File: config.mk
export PLATFORM = sky130hd
export DESIGN_NAME = jpeg_rle_symbolizer
export DESIGN_NICKNAME = d
export VERILOG_FILES = /design/src/rtl/jpeg_rle_symbolizer.sv
export SDC_FILE = /design/constraint.sdc
export NUM_CORES = 1
export LEC_CHECK = 0
export ABC_AREA = 1
export CAP_MARGIN = 15
export CORE_MARGIN = 2
export CORE_UTILIZATION = 45
export DETAILED_ROUTE_END_ITERATION = 16
export PLACE_DENSITY = 0.72
export SLEW_MARGIN = 15
export SYNTH_ARGS = -nofsm -noshare
export SYNTH_HDL_FRONTEND = slang
export SYNTH_SLANG_ARGS = --single-unit
File: constraint.sdc
create_clock -name clk -period 4.2 [get_ports clk]
set_input_delay 0.84 -clock clk [delete_from_list [all_inputs] [get_ports clk]]
set_output_delay 0.84 -clock clk [all_outputs]
set_load 0.05 [all_outputs]
File: src/rtl/jpeg_rle_symbolizer.sv
// Run-length symbolizer for the JPEG baseline encoder: zigzag coefficients in,
// (run, size, amplitude) symbols out, with DPCM on the DC coefficient.
module jpeg_rle_symbolizer #(
  parameter int COEF_W = 11
) (
  input  logic                     clk,
  input  logic                     rst,
  input  logic                     in_valid,
  output logic                     in_ready,
  input  logic signed [COEF_W-1:0] in_coef,
  input  logic                     dc_reset,
  output logic                     out_valid,
  input  logic                     out_ready,
  output logic [3:0]               out_run,
  output logic [3:0]               out_size,
  output logic [COEF_W-1:0]        out_amp,
  output logic                     out_dc,
  output logic                     out_last
);

  localparam int DW = COEF_W + 1;

  typedef enum logic {ACCEPT, ZRL} state_t;

  state_t                   state, state_nxt;
  logic [5:0]               idx, idx_nxt, run, run_nxt;
  logic signed [COEF_W-1:0] pred, pred_nxt, lat_coef, lat_coef_nxt;
  logic                     lat_last, lat_last_nxt;

  logic                     vld_p1, dc_p1, last_p1;
  logic [3:0]               run_p1, size_p1;
  logic [COEF_W-1:0]        amp_p1;

  logic                     load, ld_dc, ld_last;
  logic [3:0]               ld_run, ld_size;
  logic [COEF_W-1:0]        ld_amp;
  logic signed [DW-1:0]     sym_val;

  logic                     accept, adv;
  logic signed [COEF_W-1:0] pred_eff;
  logic signed [DW-1:0]     dc_diff, coef_ext, lat_ext;

  function automatic logic [3:0] calc_size(input logic signed [DW-1:0] v);
    logic [DW-1:0] mag;
    logic [3:0]    s;
    mag = (v < 0) ? -v : v;
    s = 4'd0;
    for (int i = 0; i < DW; i++)
      if (mag[i]) s = 4'(i + 1);
    return s;
  endfunction

  // Negative values carry v-1 so the leading amplitude bit is 0, as JPEG expects.
  function automatic logic [COEF_W-1:0] calc_amp(input logic signed [DW-1:0] v,
                                                 input logic [3:0] size);
    logic [DW-1:0] a, mask;
    a    = (v < 0) ? v - DW'(1) : v;
    mask = ~({DW{1'b1}} << size);
    a    = a & mask;
    return a[COEF_W-1:0];
  endfunction

  assign adv      = ~vld_p1 | out_ready;
  assign in_ready = ~rst & (state == ACCEPT) & adv;
  assign accept   = in_valid & in_ready;
  assign pred_eff = dc_reset ? '0 : pred;
  assign coef_ext = {in_coef[COEF_W-1], in_coef};
  assign lat_ext  = {lat_coef[COEF_W-1], lat_coef};
  assign dc_diff  = coef_ext - {pred_eff[COEF_W-1], pred_eff};

  always_comb begin
    state_nxt    = state;
    idx_nxt      = idx;
    run_nxt      = run;
    pred_nxt     = pred;
    lat_coef_nxt = lat_coef;
    lat_last_nxt = lat_last;
    load         = 1'b0;
    ld_dc        = 1'b0;
    ld_last      = 1'b0;
    ld_run       = 4'd0;
    sym_val      = '0;
    if (dc_reset) pred_nxt = '0;
    if (accept) begin
      idx_nxt = idx + 6'd1;
      if (idx == 6'd0) begin
        load     = 1'b1;
        ld_dc    = 1'b1;
        sym_val  = dc_diff;
        pred_nxt = in_coef;
        run_nxt  = 6'd0;
      end else if (in_coef == '0) begin
        if (idx == 6'd63) begin
          load    = 1'b1;
          ld_last = 1'b1;
          run_nxt = 6'd0;
        end else begin
          run_nxt = run + 6'd1;
        end
      end else if (run < 6'd16) begin
        load    = 1'b1;
        ld_run  = run[3:0];
        sym_val = coef_ext;
        ld_last = (idx == 6'd63);
        run_nxt = 6'd0;
      end else begin
        // Park the coefficient and start draining the run as ZRL symbols.
        load         = 1'b1;
        ld_run       = 4'd15;
        run_nxt      = run - 6'd16;
        lat_coef_nxt = in_coef;
        lat_last_nxt = (idx == 6'd63);
        state_nxt    = ZRL;
      end
    end else if (state == ZRL && adv) begin
      load = 1'b1;
      if (run >= 6'd16) begin
        ld_run  = 4'd15;
        run_nxt = run - 6'd16;
      end else begin
        ld_run    = run[3:0];
        sym_val   = lat_ext;
        ld_last   = lat_last;
        run_nxt   = 6'd0;
        state_nxt = ACCEPT;
      end
    end
    ld_size = calc_size(sym_val);
    ld_amp  = calc_amp(sym_val, ld_size);
  end

  always_ff @(posedge clk) begin
    if (rst) begin
      state <= ACCEPT;
      idx   <= 6'd0;
      run   <= 6'd0;
      pred  <= '0;
    end else begin
      state <= state_nxt;
      idx   <= idx_nxt;
      run   <= run_nxt;
      pred  <= pred_nxt;
    end
  end

  always_ff @(posedge clk) begin
    lat_coef <= lat_coef_nxt;
    lat_last <= lat_last_nxt;
  end

  // ---- p1: output symbol register ----
  always_ff @(posedge clk) begin
    if (rst) begin
      vld_p1  <= 1'b0;
      run_p1  <= 4'd0;
      size_p1 <= 4'd0;
      amp_p1  <= '0;
      dc_p1   <= 1'b0;
      last_p1 <= 1'b0;
    end else if (load) begin
      vld_p1  <= 1'b1;
      run_p1  <= ld_run;
      size_p1 <= ld_size;
      amp_p1  <= ld_amp;
      dc_p1   <= ld_dc;
      last_p1 <= ld_last;
    end else if (out_ready) begin
      vld_p1 <= 1'b0;
    end
  end

  assign out_valid = vld_p1;
  assign out_run   = run_p1;
  assign out_size  = size_p1;
  assign out_amp   = amp_p1;
  assign out_dc    = dc_p1;
  assign out_last  = last_p1;

endmodule
**Gate-type map**

Scale bar: 20 um.
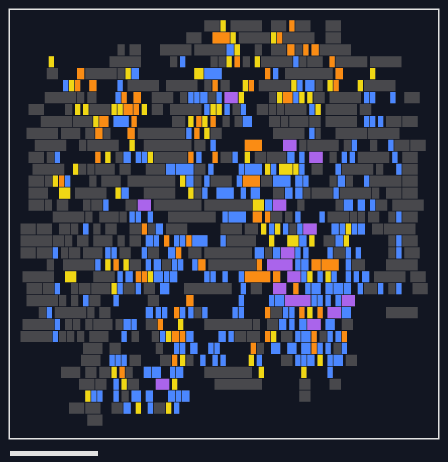
legend:
  purple:
    family: XOR/XNOR gates
    cells: 15
    most_used: xor2_1
  yellow:
    family: inverters
    cells: 74
    most_used: inv_1
  orange:
    family: NOR gates
    cells: 65
    most_used: nor2_1
  blue:
    family: NAND gates
    cells: 229
    most_used: nand2_1

**The metal 3 layer**

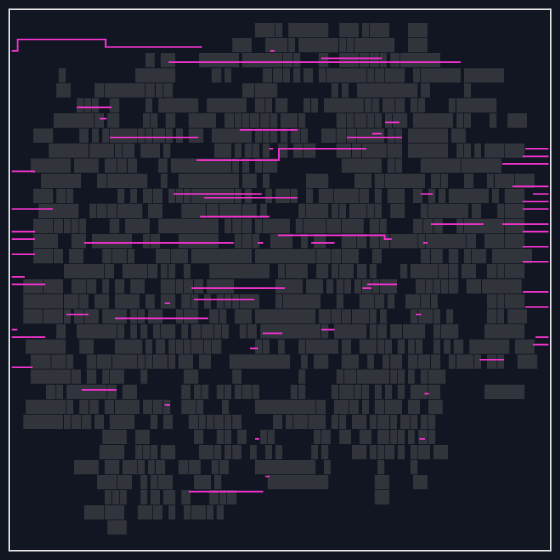
wire length on this layer: 482 um
main direction: horizontal
nets with wire on the layer: 50

**Sizing map**

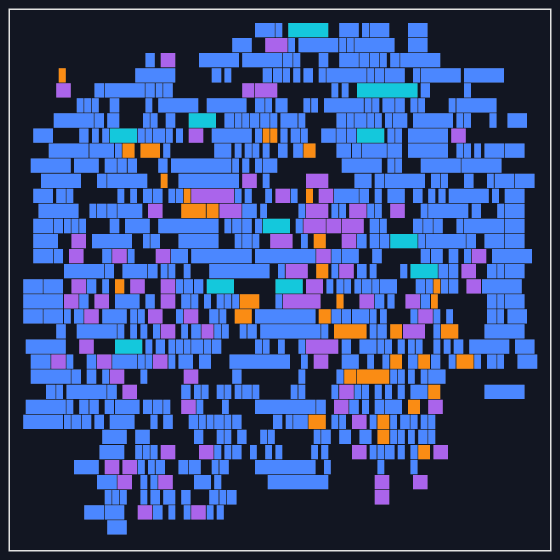
legend:
  cyan:
    size: drive 6 and up
    cells: 11
    share: 1.6%
    most_used: clkbuf_8
  orange:
    size: drive 2
    cells: 34
    share: 5.1%
    most_used: nand2_2
  blue:
    size: drive 1 or less
    cells: 548
    share: 82%
    most_used: nand2_1
  purple:
    size: drive 3 to 4
    cells: 76
    share: 11%
    most_used: buf_4

==> run notes <==
• complete, no violations — result of the run
• 9499 um2 — area of the die
• 35.8% — combinational power share
• sky130_fd_sc_hd__clkdlybuf4s50_1 — slowest stage cell, crit path
• 0 — hold_buf cts
• sky130_fd_sc_hd__dfxtp_1 23%, sky130_fd_sc_hd__nand2_1 15%, sky130_fd_sc_hd__edfxtp_1 9.2%, sky130_fd_sc_hd__a21oi_1 6.2%, sky130_fd_sc_hd__inv_1 5.6% — cell types with the largest area share after synthesis
• 9 — clock buffer instance count of the final layout
• met2 — busiest layer in global routing
• sky130_fd_sc_hd__dfxtp_1 — post-synth top area cell
• 3 — # H-tree levels
• 463.3 ps — Hold Slack
• 45.96% — fraction of standard cell area in multi-input logic
• 33.96% — Simple-Gate Fraction of Synth Area
• 39 — count of pins on the block boundary
• 58 — flops out of synthesis
• 9739 um — final wirelength
• 1.755 mW — sum of internal, switching and leakage power
• 2296 um2 — area of the multi-input gates
• -210.3 ps — Placement Setup Slack
• 36.59% — switching part of the total power
• flop to flop — worst hold path class
• 4996 um2 — final instance area
• 4.604% — met3 layer usage reported by global route
• 6.849 um2 — post-synthesis average cell area
• 0 — Post-CTS Repair Setup Buffers
• 23 — depth of the worst register-to-register path
• 807 — number of filler instances in the final layout
• 606 — Synth Net Count
• 0% — mux share of post-synthesis cell area
• 2 — number of instances on the worst hold path
• 3931 um2 — cell area after technology mapping
• 0.509 mW — clk pwr
• 35.23% — met2 track utilization from global routing
• 30 — pin count of the biggest net entering global routing
• 97.47 um — die span in y
• 70 ps — register clock-pin slew on the reported worst setup and hold paths
• 24.70% — met1 track demand over resource
• simple AND/OR/NAND/NOR gates — dominant kind of combinational cell
• 0 — initial antenna violation count
• 4110 ps — data arrival time at the worst-slack endpoint
• 755 — Inst Count DP
• 696 — Total Nets Final
• 0 — number of resized instances in the post-cts repair step
• 18.09% — proportion of layout cells with a drive suffix above 1
• 2.286 nW — Leakage
• in_coef[0] — start point of the critical path
• 4733 um — routed length on met2
• simple AND/OR/NAND/NOR gates — category of cells accounting for the largest share of critical-path delay
• 27 — number of warnings the tools reported
• 7653 um — hpwl dp
• 0 — DRC
• 296.3 ps — min setup slack post-route
• 1281 um2 — Seq. cell area
• 0 — count of antenna diodes in the layout
• 0.618 mW — power attributed to sequential cells
• sky130_fd_sc_hd__nand2_1 — top logic cell by instance count in the layout
• 520 ps — max incr delay on CP
• 8593 um2 — Std-Cell Core Area
• out_amp[8] — terminating pin of the worst hold path
• 0 — max-cap viol count
• 256.2 MHz — peak clock frequency supported by timing
• pred[0] — reg2reg start
• 35.2% — share of power burned in registers
• 58.14% — final design utilization
• 3947 — DR vias
• 12.53 um — routed length per placed instance
• 74 — inverter count of the layout excluding clock inverters
Power is estimated from default activity; no workload was simulated.
